## src/rtl/ex_stage_param.sv

```systemverilog
`default_nettype none
// ============================================================================
// Module  : ex_stage_param
// Purpose : Execute stage - ALU, SZCV flags, branch resolve, memory enables,
//           sticky halt and a scanned 7-segment display of the OUT register.
// Revision: 1.0
// ============================================================================
module ex_stage_param #(
   parameter int WIDTH    = 16,
   parameter int RA_W     = 3,
   parameter int NDIGITS  = 4,
   parameter int SCAN_DIV = 1024
) (
   input  logic               clk,
   input  logic               rst_n,
   input  logic               stall,
   input  logic               flush,
   input  logic               in_valid,
   input  logic [3:0]         opcode,
   input  logic [WIDTH-1:0]   alu1,
   input  logic [WIDTH-1:0]   alu2,
   input  logic [WIDTH-1:0]   in_data,
   input  logic               wr_reg,
   input  logic [RA_W-1:0]    wr_addr,
   input  logic [1:0]         mem_op,
   input  logic [WIDTH-1:0]   mem_addr_in,
   input  logic [WIDTH-1:0]   store_in,
   input  logic               isbranch,
   input  logic [2:0]         cond,
   output logic               out_valid,
   output logic [WIDTH-1:0]   alu_out,
   output logic               wr_reg_out,
   output logic [RA_W-1:0]    wr_addr_out,
   output logic [WIDTH-1:0]   mem_addr,
   output logic [WIDTH-1:0]   store_data,
   output logic               mem_re,
   output logic               mem_we,
   output logic               pcsrc,
   output logic [WIDTH-1:0]   pctarget,
   output logic [3:0]         flags,
   output logic               halted,
   output logic [7:0]         seg,
   output logic [NDIGITS-1:0] dig_sel
);

   localparam int C_SH_W  = $clog2(WIDTH);
   localparam int C_CNT_W = (SCAN_DIV > 1) ? $clog2(SCAN_DIV) : 1;
   localparam logic [C_CNT_W-1:0] C_SCAN_LAST = C_CNT_W'(SCAN_DIV - 1);

   localparam logic [3:0] C_OP_ADD = 4'd0;
   localparam logic [3:0] C_OP_SUB = 4'd1;
   localparam logic [3:0] C_OP_AND = 4'd2;
   localparam logic [3:0] C_OP_OR  = 4'd3;
   localparam logic [3:0] C_OP_XOR = 4'd4;
   localparam logic [3:0] C_OP_CMP = 4'd5;
   localparam logic [3:0] C_OP_MOV = 4'd6;
   localparam logic [3:0] C_OP_SLL = 4'd8;
   localparam logic [3:0] C_OP_SLR = 4'd9;
   localparam logic [3:0] C_OP_SRL = 4'd10;
   localparam logic [3:0] C_OP_SRA = 4'd11;
   localparam logic [3:0] C_OP_IN  = 4'd12;
   localparam logic [3:0] C_OP_OUT = 4'd13;
   localparam logic [3:0] C_OP_HLT = 4'd15;

   logic               out_valid_q,  out_valid_d;
   logic [WIDTH-1:0]   alu_out_q,    alu_out_d;
   logic               wr_reg_out_q, wr_reg_out_d;
   logic [RA_W-1:0]    wr_addr_out_q, wr_addr_out_d;
   logic [WIDTH-1:0]   mem_addr_q,   mem_addr_d;
   logic [WIDTH-1:0]   store_data_q, store_data_d;
   logic               mem_re_q,     mem_re_d;
   logic               mem_we_q,     mem_we_d;
   logic               pcsrc_q,      pcsrc_d;
   logic [WIDTH-1:0]   pctarget_q,   pctarget_d;
   logic [3:0]         flags_q,      flags_d;
   logic               halted_q,     halted_d;
   logic [WIDTH-1:0]   disp_q,       disp_d;
   logic [C_CNT_W-1:0] scan_cnt_q,   scan_cnt_d;
   logic [NDIGITS-1:0] dig_sel_q,    dig_sel_d;
   logic [7:0]         seg_q,        seg_d;

   logic [WIDTH:0]     w_add;
   logic [WIDTH:0]     w_sub;
   logic [C_SH_W-1:0]  w_sh;
   logic [C_SH_W-1:0]  w_sh_m1;
   logic [WIDTH-1:0]   w_msb_probe;
   logic [WIDTH-1:0]   w_lsb_probe;
   logic [WIDTH-1:0]   w_res;
   logic               w_c;
   logic               w_v;
   logic               w_eff_valid;
   logic               w_commit;
   logic               w_flag_wr;
   logic               w_cond_ok;
   logic               w_taken;
   logic [3:0]         w_nib;

   function automatic logic [7:0] seg_encode(input logic [3:0] nib);
      logic [7:0] s;
      case (nib)
         4'h0: s = 8'hFC;  4'h1: s = 8'h60;  4'h2: s = 8'hDA;  4'h3: s = 8'hF2;
         4'h4: s = 8'h66;  4'h5: s = 8'hB6;  4'h6: s = 8'hBE;  4'h7: s = 8'hE0;
         4'h8: s = 8'hFE;  4'h9: s = 8'hF6;  4'hA: s = 8'hEE;  4'hB: s = 8'h3E;
         4'hC: s = 8'h1A;  4'hD: s = 8'h7A;  4'hE: s = 8'h9E;  default: s = 8'h8E;
      endcase
      return s;
   endfunction

   // ALU; shift carries come from probing the operand one position short of the full shift
   always_comb begin
      w_add       = {1'b0, alu1} + {1'b0, alu2};
      w_sub       = {1'b0, alu1} - {1'b0, alu2};
      w_sh        = alu2[C_SH_W-1:0];
      w_sh_m1     = w_sh - 1'b1;
      w_msb_probe = alu1 << w_sh_m1;
      w_lsb_probe = alu1 >> w_sh_m1;
      w_res       = '0;
      w_c         = 1'b0;
      w_v         = 1'b0;
      case (opcode)
         C_OP_ADD: begin
            w_res = w_add[WIDTH-1:0];
            w_c   = w_add[WIDTH];
            w_v   = (alu1[WIDTH-1] == alu2[WIDTH-1]) && (w_res[WIDTH-1] != alu1[WIDTH-1]);
         end
         C_OP_SUB, C_OP_CMP: begin
            w_res = w_sub[WIDTH-1:0];
            w_c   = w_sub[WIDTH];
            w_v   = (alu1[WIDTH-1] != alu2[WIDTH-1]) && (w_res[WIDTH-1] != alu1[WIDTH-1]);
         end
         C_OP_AND: w_res = alu1 & alu2;
         C_OP_OR:  w_res = alu1 | alu2;
         C_OP_XOR: w_res = alu1 ^ alu2;
         C_OP_MOV: w_res = alu2;
         C_OP_SLL: begin
            w_res = alu1 << w_sh;
            w_c   = (w_sh != '0) && w_msb_probe[WIDTH-1];
         end
         C_OP_SLR: begin
            w_res = (alu1 << w_sh) | (alu1 >> (WIDTH - int'(w_sh)));
            w_c   = (w_sh != '0) && w_msb_probe[WIDTH-1];
         end
         C_OP_SRL: begin
            w_res = alu1 >> w_sh;
            w_c   = (w_sh != '0) && w_lsb_probe[0];
         end
         C_OP_SRA: begin
            w_res = $signed(alu1) >>> w_sh;
            w_c   = (w_sh != '0) && w_lsb_probe[0];
         end
         C_OP_IN:  w_res = in_data;
         C_OP_OUT: w_res = alu1;
         default:  w_res = '0;
      endcase
   end

   always_comb begin
      w_eff_valid = in_valid && !halted_q;
      w_commit    = w_eff_valid && (opcode != C_OP_HLT);
      w_flag_wr   = w_eff_valid && !isbranch &&
                    ((opcode <= C_OP_MOV) || ((opcode >= C_OP_SLL) && (opcode <= C_OP_SRA)));
      case (cond)
         3'd0:    w_cond_ok = flags_q[2];
         3'd1:    w_cond_ok = flags_q[3] ^ flags_q[0];
         3'd2:    w_cond_ok = flags_q[2] | (flags_q[3] ^ flags_q[0]);
         3'd3:    w_cond_ok = !flags_q[2];
         3'd4:    w_cond_ok = 1'b1;
         default: w_cond_ok = 1'b0;
      endcase
      w_taken = w_eff_valid && isbranch && w_cond_ok;
   end

   // Stage registers: flush beats stall; pcsrc never survives a non-normal cycle
   always_comb begin
      out_valid_d   = out_valid_q;
      alu_out_d     = alu_out_q;
      wr_reg_out_d  = wr_reg_out_q;
      wr_addr_out_d = wr_addr_out_q;
      mem_addr_d    = mem_addr_q;
      store_data_d  = store_data_q;
      mem_re_d      = mem_re_q;
      mem_we_d      = mem_we_q;
      pcsrc_d       = 1'b0;
      pctarget_d    = pctarget_q;
      flags_d       = flags_q;
      halted_d      = halted_q;
      disp_d        = disp_q;
      if (flush) begin
         out_valid_d  = 1'b0;
         wr_reg_out_d = 1'b0;
         mem_re_d     = 1'b0;
         mem_we_d     = 1'b0;
      end else if (!stall) begin
         out_valid_d   = w_commit;
         alu_out_d     = w_res;
         wr_reg_out_d  = wr_reg && w_commit;
         wr_addr_out_d = wr_addr;
         mem_addr_d    = mem_addr_in;
         store_data_d  = store_in;
         mem_re_d      = w_commit && (mem_op == 2'd1);
         mem_we_d      = w_commit && (mem_op == 2'd2);
         pcsrc_d       = w_taken;
         if (w_taken) begin
            pctarget_d = store_in;
         end
         if (w_flag_wr) begin
            flags_d = {w_res[WIDTH-1], (w_res == '0), w_c, w_v};
         end
         if (w_eff_valid && (opcode == C_OP_OUT)) begin
            disp_d = alu1;
         end
         if (w_eff_valid && (opcode == C_OP_HLT)) begin
            halted_d = 1'b1;
         end
      end
   end

   // Display scan is free-running; seg tracks the next digit so it lines up with dig_sel
   always_comb begin
      scan_cnt_d = scan_cnt_q + 1'b1;
      dig_sel_d  = dig_sel_q;
      if (scan_cnt_q == C_SCAN_LAST) begin
         scan_cnt_d = '0;
         dig_sel_d  = (dig_sel_q << 1) | (dig_sel_q >> (NDIGITS - 1));
      end
      w_nib = 4'h0;
      for (int i = 0; i < NDIGITS; i++) begin
         if (dig_sel_d[i]) begin
            w_nib = disp_d[i*4 +: 4];
         end
      end
      seg_d = seg_encode(w_nib);
   end

   always_ff @(posedge clk) begin
      if (!rst_n) begin
         out_valid_q   <= 1'b0;
         alu_out_q     <= '0;
         wr_reg_out_q  <= 1'b0;
         wr_addr_out_q <= '0;
         mem_addr_q    <= '0;
         store_data_q  <= '0;
         mem_re_q      <= 1'b0;
         mem_we_q      <= 1'b0;
         pcsrc_q       <= 1'b0;
         pctarget_q    <= '0;
         flags_q       <= 4'h0;
         halted_q      <= 1'b0;
         disp_q        <= '0;
         scan_cnt_q    <= '0;
         dig_sel_q     <= NDIGITS'(1);
         seg_q         <= 8'hFC;
      end else begin
         out_valid_q   <= out_valid_d;
         alu_out_q     <= alu_out_d;
         wr_reg_out_q  <= wr_reg_out_d;
         wr_addr_out_q <= wr_addr_out_d;
         mem_addr_q    <= mem_addr_d;
         store_data_q  <= store_data_d;
         mem_re_q      <= mem_re_d;
         mem_we_q      <= mem_we_d;
         pcsrc_q       <= pcsrc_d;
         pctarget_q    <= pctarget_d;
         flags_q       <= flags_d;
         halted_q      <= halted_d;
         disp_q        <= disp_d;
         scan_cnt_q    <= scan_cnt_d;
         dig_sel_q     <= dig_sel_d;
         seg_q         <= seg_d;
      end
   end

   assign out_valid   = out_valid_q;
   assign alu_out     = alu_out_q;
   assign wr_reg_out  = wr_reg_out_q;
   assign wr_addr_out = wr_addr_out_q;
   assign mem_addr    = mem_addr_q;
   assign store_data  = store_data_q;
   assign mem_re      = mem_re_q;
   assign mem_we      = mem_we_q;
   assign pcsrc       = pcsrc_q;
   assign pctarget    = pctarget_q;
   assign flags       = flags_q;
   assign halted      = halted_q;
   assign seg         = seg_q;
   assign dig_sel     = dig_sel_q;

endmodule
`default_nettype wire

```

## config.mk

```make
export PLATFORM = sky130hd
export DESIGN_NAME = ex_stage_param
export DESIGN_NICKNAME = d
export VERILOG_FILES = /design/src/rtl/ex_stage_param.sv
export SDC_FILE = /design/constraint.sdc
export NUM_CORES = 1
export LEC_CHECK = 0
export CORE_ASPECT_RATIO = 1.25
export CORE_MARGIN = 5
export CORE_UTILIZATION = 30
export DETAILED_ROUTE_END_ITERATION = 8
export PLACE_DENSITY_LB_ADDON = 0.2
export SYNTH_ARGS = -nofsm -noshare
export SYNTH_HDL_FRONTEND = slang
export SYNTH_SLANG_ARGS = --single-unit
```

## constraint.sdc

```tcl
create_clock -name clk -period 3.7 [get_ports clk]
set_input_delay 0.555 -clock clk [delete_from_list [all_inputs] [get_ports clk]]
set_output_delay 0.555 -clock clk [all_outputs]
set_load 0.01 [all_outputs]
```

==> job_summary.md, run 1 <==
## PnR job results

| Metric | Value |
|---|---|
| Status | `complete, no violations` |
| Area growth syn-to-layout | `42.77%` |
| Number of clock sinks seen by CTS | `114` |
| Worst min-delay path endpoint | `mem_addr[7]` |
| Commonest cells after routing, fill and taps aside | `200 x sky130_fd_sc_hd__buf_4, 182 x sky130_fd_sc_hd__clkdlybuf4s50_1, 155 x sky130_fd_sc_hd__nand2_1` |
| Synth warnings | `0` |
| Antenna violations before repair | `0` |
| Pre-Place Util | `30.42%` |
| Post-detail-place hpwl | `35240 µm` |
| Prevailing logic family in the synthesized netlist | `simple AND/OR/NAND/NOR gates` |
| Mapped Nets | `1428` |
| Share of total power consumed by net switching | `31.24%` |
| Top area cells in the synthesized netlist | `sky130_fd_sc_hd__dfxtp_1 22%, sky130_fd_sc_hd__mux2i_1 8.5%, sky130_fd_sc_hd__ha_1 7.4%` |
| Detailed-route vias per instance | `5.442` |
| P_clk | `0.00158 W` |
| Synthesized area per cell | `8.095 µm²` |
| Core occupancy in the finished layout | `43.43%` |
| Gate count of the mapped netlist | `1266` |
| CP Class | `input port to flip-flop` |
| Ranking of synthesized cells by instance count | `155 x sky130_fd_sc_hd__nand2_1, 114 x sky130_fd_sc_hd__dfxtp_1, 104 x sky130_fd_sc_hd__nor2_1, 87 x sky130_fd_sc_hd__mux2i_1, 65 x sky130_fd_sc_hd__clkbuf_1` |
| Most frequent logic cell in the layout | `sky130_fd_sc_hd__buf_4` |
| Highest achievable clock rate | `278.1 MHz` |
| Tightest Hold Check Type | `flip-flop to flip-flop` |
| Number of optimization iterations in the first detailed-route pass | `5` |
| Worst setup path end | `flags[2]` |
| Largest voltage drop on the vdd net | `433.1 µV` |
| Pin count of the biggest net entering global routing | `106` |
| Power in sequential cells | `0.00129 W` |
| CP Launch Type | `input port` |
| Number of I/O pins | `188` |
| Antenna Nets Post-Route | `0` |
| Cell seen most often among critical-path stages | `sky130_fd_sc_hd__o21ai_1` |
| Yosys xor share | `2.027%` |
| X dimension of the die | `175.3 µm` |
| Post-CTS resize count | `3` |
| Crit path cell chain | `clkdlybuf4s50_1, inv_1, ha_1, a22o_1, a221oi_1, o2111ai_1, nor4_2, o21ai_1, or2_2, nor4_4, nand4b_1, o21ai_1` |
| Post-CTS setup repair buffer count | `0` |
| Cell type with the highest aggregate area in the netlist | `sky130_fd_sc_hd__dfxtp_1` |
| Critical Path Source | `alu1[9]` |
| Fraction of the mapped netlist area in compound gates | `20.89%` |
| Total power per unit cell area | `298.7 mW/mm²` |
| Fin. Hold Viols | `0` |
| Clk pwr share | `36.1%` |
| Total negative slack for setup checks | `0 ps` |
| Final setup violation count | `0` |
| Number of cells traversed by the worst hold path | `2` |
| Tally of max-capacitance violations | `0` |
| Total Die Area | `0.03798 mm²` |
| Clock tree from TritonCTS | `built` |
| Count of cells along the worst register-to-register path | `11` |
| Stage delay of the slowest cell on the critical path | `480 ps` |
| Arrival time worst endpoint | `3950 ps` |
| Most common flop cell mapped by yosys | `sky130_fd_sc_hd__dfxtp_1` |
| Post-synthesis instance area | `0.01025 mm²` |
| Total CTS buffers | `17` |
| Critical path capture point type | `flip-flop` |
| Number of different library cells in the post-synthesis netlist | `84` |
| Total Power | `0.004370 W` |
| Async S/R FF share, synth | `0%` |
| Final worst path period share | `97.20%` |
| Dominant cell area share | `22.27%` |
| Buffers added on ports | `186` |
| Critical register-to-register path endpoint | `seg[6]` |
| CTS Root Cell | `sky130_fd_sc_hd__clkbuf_16` |
| Maximum number of buffers from clock root to sink | `2` |
| Mux area share | `17.51%` |
| Area figure in the yosys stat output | `0.01025 mm²` |
| Register area share after synthesis | `22.27%` |
| OpenROAD warning count | `70` |
| EDFF count, synth | `0` |
| Worst path required time | `4050 ps` |
| Slew Viols, Final | `0` |
| Vias in the first global route | `11120` |
| Sum of overflow across all layers after global routing | `0` |
| Critical Path Fanout Max | `8` |
| First DRT Iteration DRCs | `888` |
| Critical path buffers and inverters | `2` |
| Worst path slowest cell | `sky130_fd_sc_hd__clkdlybuf4s50_1` |
| Clk latency late pin | `420 ps` |
| Leak pwr | `5.980 nW` |
| Fraction of power consumed by sequential logic | `29.4%` |
| Category of cells accounting for the largest share of critical-path delay | `AND-OR/OR-AND gates` |
-- run 1: metrics by stage --
step	std cells	instance area, µm²	setup slack (ps)
after floorplan	1266	10270	10.44
after global placement	1981	13920	-763.7
after detailed placement	1981	13920	-668.1
after CTS	2012	14490	3.835
after global routing	2015	14630	-31.13
final	2015	14630	103.6
-- run 1: layer usage --
layer / vias up / part of all wire [%] / GRT usage (%)
li1: 5195 / - / -
met1: 5251 / 41 / 27.73
met2: 421 / 47 / 39.18
met3: 98 / 7.1 / 5.281
met4: 0 / 4.4 / 9.877
met5: - / 0 / 0
-- run 1: final cells by class --
cell class,instances,area (µm²)
inverters,62,232.7
multi-input cells,984,7388
well taps,423,529.3
fillers,3439,19060
repair buffers,401,3642
clock buffers,26,479.2
flip-flops and latches,114,2282
clock inverters,5,77.57
**Run 1: signal wires on met3**

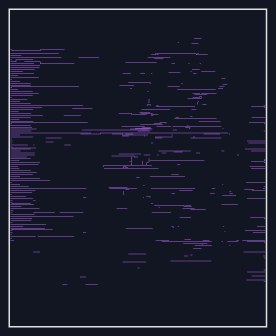
The wires run mostly horizontal. The longest straight run is 87.2 µm. The layer holds 7.1% of the routed length. The layer carries 3210 µm of wire.
routing usage on met3: 5.281%
via total after detailed routing: 10970

**Run 1: signal metal coverage by tile**

18 x 22 tiles, from black (low) to pale yellow (high), scaled to the fullest tile. Values are wire area over tile area, all layers added.
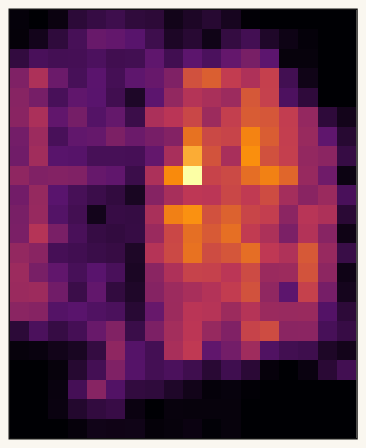
The densest ninth of the die: centre. The fullest tile reaches 0.73. 15% of the tiles are nearly empty. 15% of the tiles are over half the peak. The mean over all tiles is 0.20.
All-Layer GR Usage: 22.99%
average wire per cell in the routed design: 22.43 µm
overall routed net length: 45190 µm

**Run 1: placement view**

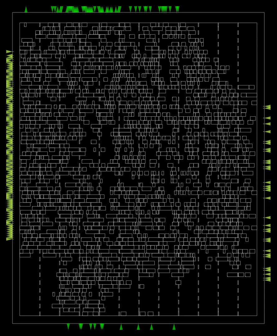
flip-flop and latch share of the layout cell area: 15.60%
cell row count: 75
layout filler cell count: 3439
sequential cell count: 114

**Run 1: wires at chosen ports, followed through buffers**

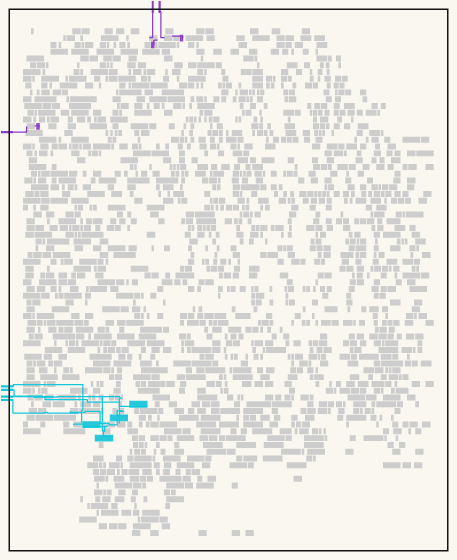

--- run 2 (diff from run 1) ---
Settings changed: MAX_ROUTING_LAYER from default to met4.
**Run 2: wires at chosen ports, followed through buffers**

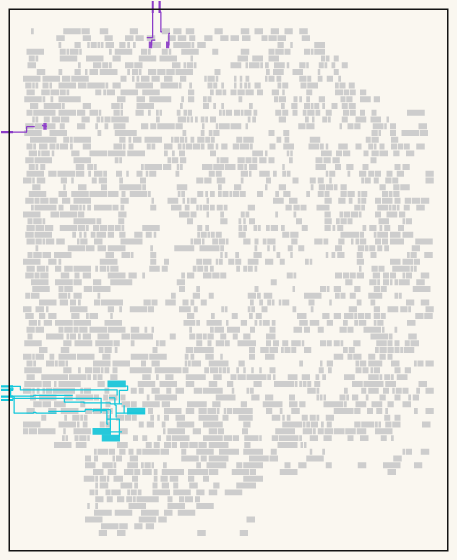
Cyan is `dig_sel`, bits 4, direction output, edge west, end cells 4, buffers 4, wire 269 µm. Purple is `wr_addr`, bits 3, direction input, edge 2 north, 1 west, end cells 3, buffers 3, wire 44.9 µm.
buffers added on ports: 186
number of I/O pins: 188

**Run 2: placement view**

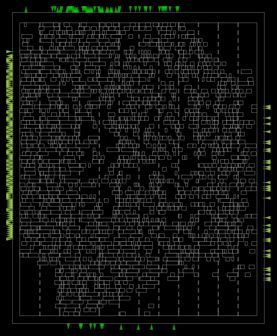
number of standard cells in the final layout excluding fillers: 2019
floorplan core area: 0.03369 mm²
flip-flop and latch share of the layout cell area: 15.60%
core occupancy in the finished layout: 43.41%

==> run 2 against run 1 <==
Area after synthesis did not move. Critical endpoint unchanged. Clock skew barely moved. Global-route usage rose by 0.88 points. Count of clock-buffer cells in the layout fell by 4. Total power rose by 2.2%. Sequential power barely moved. Combinational power barely moved. First-iteration DRC count fell by 3.3%. Utilization barely moved. Critical path depth rose by 2. Wire length rose by 0.54%.
==> job_summary.md, run 2 <==
## PnR job results

| Metric | Value |
|---|---|
| Met3 Wirelength | `2832 µm` |
| Highest Signal Layer | `met4` |
| Post-synthesis instance area | `0.01025 mm²` |
| First DRT Iteration DRCs | `859` |
| Highest achievable clock rate | `279.8 MHz` |
| Antenna Nets Post-Route | `0` |
| All-Layer GR Usage | `23.86%` |
| Number of different library cells in the post-synthesis netlist | `84` |
| Maximum number of buffers from clock root to sink | `2` |
| Antenna violations before repair | `0` |
| Share of total power consumed by net switching | `30.79%` |
| Synthesized area per cell | `8.095 µm²` |
| Fraction of power consumed by sequential logic | `28.8%` |
| Most common flop cell mapped by yosys | `sky130_fd_sc_hd__dfxtp_1` |
| Average wire per cell in the routed design | `22.50 µm` |
| Via total after detailed routing | `10950` |
| Fraction of met2 tracks used by global routing | `40.83%` |
| Clk latency late pin | `410 ps` |
| Global routing usage on met1 | `28.07%` |
| Leak pwr | `6.009 nW` |
| Worst min-delay path endpoint | `store_data[4]` |
| Yosys xor share | `2.027%` |
| GRT busiest layer | `met2` |
| Category of cells accounting for the largest share of critical-path delay | `AND-OR/OR-AND gates` |
| CP Class | `input port to flip-flop` |
| Total negative slack for setup checks | `0 ps` |
| Area growth syn-to-layout | `42.71%` |
| Status | `complete, no violations` |
| Prevailing logic family in the synthesized netlist | `simple AND/OR/NAND/NOR gates` |
| Top area cells in the synthesized netlist | `sky130_fd_sc_hd__dfxtp_1 22%, sky130_fd_sc_hd__mux2i_1 8.5%, sky130_fd_sc_hd__ha_1 7.4%` |
| X dimension of the die | `175.3 µm` |
| Sum of overflow across all layers after global routing | `0` |
| Worst path required time | `4050 ps` |
| Clock tree from TritonCTS | `built` |
| Vias in the first global route | `11220` |
| Pin count of the biggest net entering global routing | `106` |
| Post-CTS resize count | `3` |
| Worst path slowest cell | `sky130_fd_sc_hd__clkdlybuf4s50_1` |
| Most frequent logic cell in the layout | `sky130_fd_sc_hd__buf_4` |
| Critical path buffers and inverters | `3` |
| Ranking of synthesized cells by instance count | `155 x sky130_fd_sc_hd__nand2_1, 114 x sky130_fd_sc_hd__dfxtp_1, 104 x sky130_fd_sc_hd__nor2_1, 87 x sky130_fd_sc_hd__mux2i_1, 65 x sky130_fd_sc_hd__clkbuf_1` |
[run 2: cell counts after synthesis]
Identical to the previous run, type by type.
[run 2: stage by stage]
stage               utilization, %  total power (W)  instances
floorplan                        -         0.002047       1266
global placement             41.41         0.002775       1987
detailed placement           41.41         0.002767       1987
CTS                          43.26         0.004492       2019
global route                 43.41         0.004672       2019
finish                       43.41         0.004468       2019
[run 2: final cells by class]
type                            instances  area, µm²  area share (%)
Sequential cell                       114       2282           15.60
Timing Repair Buffer                  404       3646           24.93
Multi-Input combinational cell        984       7321           50.06
Clock buffer                           22      484.2           3.311
Tap cell                              423      529.3           3.619
Clock inverter                         10      130.1          0.8897
Inverter                               62      232.7           1.591
**Run 2: signal wires on met3**

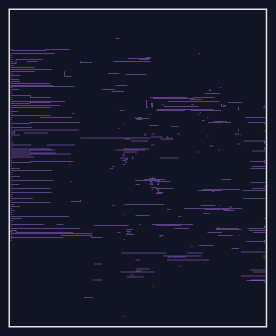

--- run 3 (diff from run 2) ---
--- a/config.mk
+++ b/config.mk
@@ -10,4 +10,5 @@
 export CORE_UTILIZATION = 30
 export DETAILED_ROUTE_END_ITERATION = 8
+export GPL_ROUTABILITY_DRIVEN = 0
 export MAX_ROUTING_LAYER = met4
 export PLACE_DENSITY_LB_ADDON = 0.2
==> constraint.sdc (replaced) <==
create_clock -name clk -period 3.7 [get_ports clk]
set_input_delay 0.925 -clock clk [delete_from_list [all_inputs] [get_ports clk]]
set_output_delay 0.925 -clock clk [all_outputs]
set_load 0.01 [all_outputs]
**Run 3: signal wires on met3**

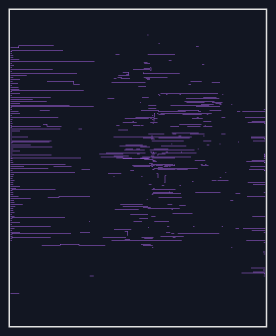
The layer holds 7.2% of the routed length. The longest straight run is 57.3 µm. The wires run mostly horizontal.
via total after detailed routing: 11350
overall routed net length: 44090 µm
routing usage on met3: 4.531%

**Run 3: wires at chosen ports, followed through buffers**

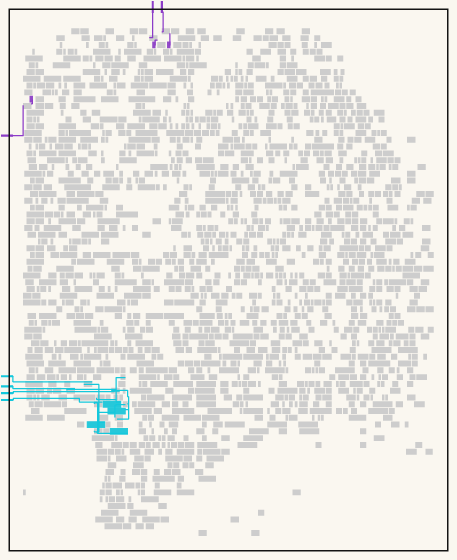
Cyan is `dig_sel`, bits 4, direction output, edge west, end cells 4, buffers 4, wire 285 µm. Purple is `wr_addr`, bits 3, direction input, edge 2 north, 1 west, end cells 3, buffers 3, wire 48.4 µm.

==> run 3 against run 2 <==
Via count grew 3.7%. Global-route usage down 0.85 points. First-iteration DRC count increased by 29%. Maximum frequency is 2.9% lower. Critical endpoint unchanged. Clock power is essentially flat. Combinational power up 8%. Area after synthesis unchanged. Register-to-register slack is essentially flat. Utilization grew 3.0 points.
==> job_summary.md, run 3 <==
## PnR job results

| Metric | Value |
|---|---|
| Routed wire length on met2 | `20980 µm` |
| Top area cells in the synthesized netlist | `sky130_fd_sc_hd__dfxtp_1 22%, sky130_fd_sc_hd__mux2i_1 8.5%, sky130_fd_sc_hd__ha_1 7.4%` |
| X dimension of the die | `175.3 µm` |
| Category of cells accounting for the largest share of critical-path delay | `simple AND/OR/NAND/NOR gates` |
| Critical Path Fanout Max | `16` |
| Antenna violations before repair | `1` |
| Critical path buffers and inverters | `4` |
| Total Die Area | `0.03798 mm²` |
| Ranking of synthesized cells by instance count | `155 x sky130_fd_sc_hd__nand2_1, 114 x sky130_fd_sc_hd__dfxtp_1, 104 x sky130_fd_sc_hd__nor2_1, 87 x sky130_fd_sc_hd__mux2i_1, 65 x sky130_fd_sc_hd__clkbuf_1` |
| Register area share after synthesis | `22.27%` |
| Maximum number of buffers from clock root to sink | `2` |
| Gate count of the mapped netlist | `1266` |
| Status | `complete, no violations` |
| Mux area share | `17.51%` |
| Number of I/O pins | `188` |
| Total power per unit cell area | `294.9 mW/mm²` |
| Post-synthesis instance area | `0.01025 mm²` |
| Post-route standard cell area excluding fillers | `0.01563 mm²` |
| Tally of max-capacitance violations | `0` |
| P_clk | `0.00171 W` |
| Most frequent logic cell in the layout | `sky130_fd_sc_hd__buf_4` |
| Met3 Wirelength | `3157 µm` |
| Number of different library cells in the post-synthesis netlist | `84` |
| Post-CTS resize count | `33` |
| GRT busiest layer | `met2` |
| CP Launch Type | `input port` |
| Core occupancy in the finished layout | `46.38%` |
| Final setup violation count | `0` |
| Leak pwr | `6.550 nW` |
| All-Layer GR Usage | `23.02%` |
| Inst Count DP | `2083` |
| Global routing usage on met1 | `27.70%` |
| Stage delay of the slowest cell on the critical path | `460 ps` |
| Yosys xor share | `2.027%` |
| Cell row count | `75` |
| Largest voltage drop on the vdd net | `339.2 µV` |
| Highest achievable clock rate | `271.8 MHz` |
| Most common flop cell mapped by yosys | `sky130_fd_sc_hd__dfxtp_1` |
| Number of clock sinks seen by CTS | `114` |
| Power in sequential cells | `0.00129 W` |
| Prevailing logic family in the synthesized netlist | `simple AND/OR/NAND/NOR gates` |
| Clock tree from TritonCTS | `built` |
| EDFF count, synth | `0` |
| Buffers added on ports | `186` |
| Fin. Hold Viols | `0` |
| Crit path cell chain | `clkdlybuf4s50_1, buf_4, buf_4, inv_1, nand2_1, o22ai_1, o21bai_1, a221o_1, nor4_2, nand4_1, nor4_4, nand4b_1, o21ai_1` |
| OpenROAD warning count | `70` |
| Layout filler cell count | `3312` |
| Post-CTS setup repair buffer count | `1` |
| Floorplan core area | `0.03369 mm²` |
| Tightest Hold Check Type | `flip-flop to flip-flop` |
| Average wire per cell in the routed design | `20.74 µm` |
| Synth warnings | `0` |
| Instance area at placement | `0.01463 mm²` |
| Post-detail-place hpwl | `34690 µm` |
| Arrival time worst endpoint | `4030 ps` |
| Cell type with the highest aggregate area in the netlist | `sky130_fd_sc_hd__dfxtp_1` |
| Minimum setup slack in the final design | `20.72 ps` |
| Fraction of power consumed by sequential logic | `27.9%` |
| First DRT Iteration DRCs | `1107` |
| Fraction of the mapped netlist area in compound gates | `20.89%` |
| Antenna Nets Post-Route | `0` |
| Met1 wire length | `18090 µm` |
| Worst path slowest cell | `sky130_fd_sc_hd__nor4_2` |
| Total CTS buffers | `17` |
| Final worst path period share | `99.44%` |
| Fraction of met2 tracks used by global routing | `38.14%` |
| Vias in the first global route | `11520` |
| Clk latency late pin | `420 ps` |
==> run 3: netlist changes by cell type in the layout (fill, tap and decap cells not counted), sizes merged <==
cell           delta
buf             +105
clkbuf            -2
clkdlybuf4s50    -10
clkinv            -2
clkinvlp          +4
diode             +1
dlygate4sd2       +3
dlymetal6s2s      +6
inv               +2
==> run 3: final cells by class <==
cell class	count	area (µm²)	area share, %
multi-input combinational	984	7580	48.51
inverter	62	239.0	1.529
tap	423	529.3	3.387
antenna	1	2.502	0.01601
clock inverter	14	180.2	1.153
clock buffer	18	439.2	2.810
timing repair buffer	510	4374	27.99
sequential	114	2282	14.60
==> run 3: worst paths after layout <==
path	start	end	cells after the start
max	opcode[0]	flags[2]	13
min	store_data[9]	store_data[9]	2
max reg2reg	scan_cnt_q[0]	seg[6]	10
min reg2reg	store_data[9]	store_data[9]	2
Power figures rest on the tool's default switching activity, not on a simulated workload.
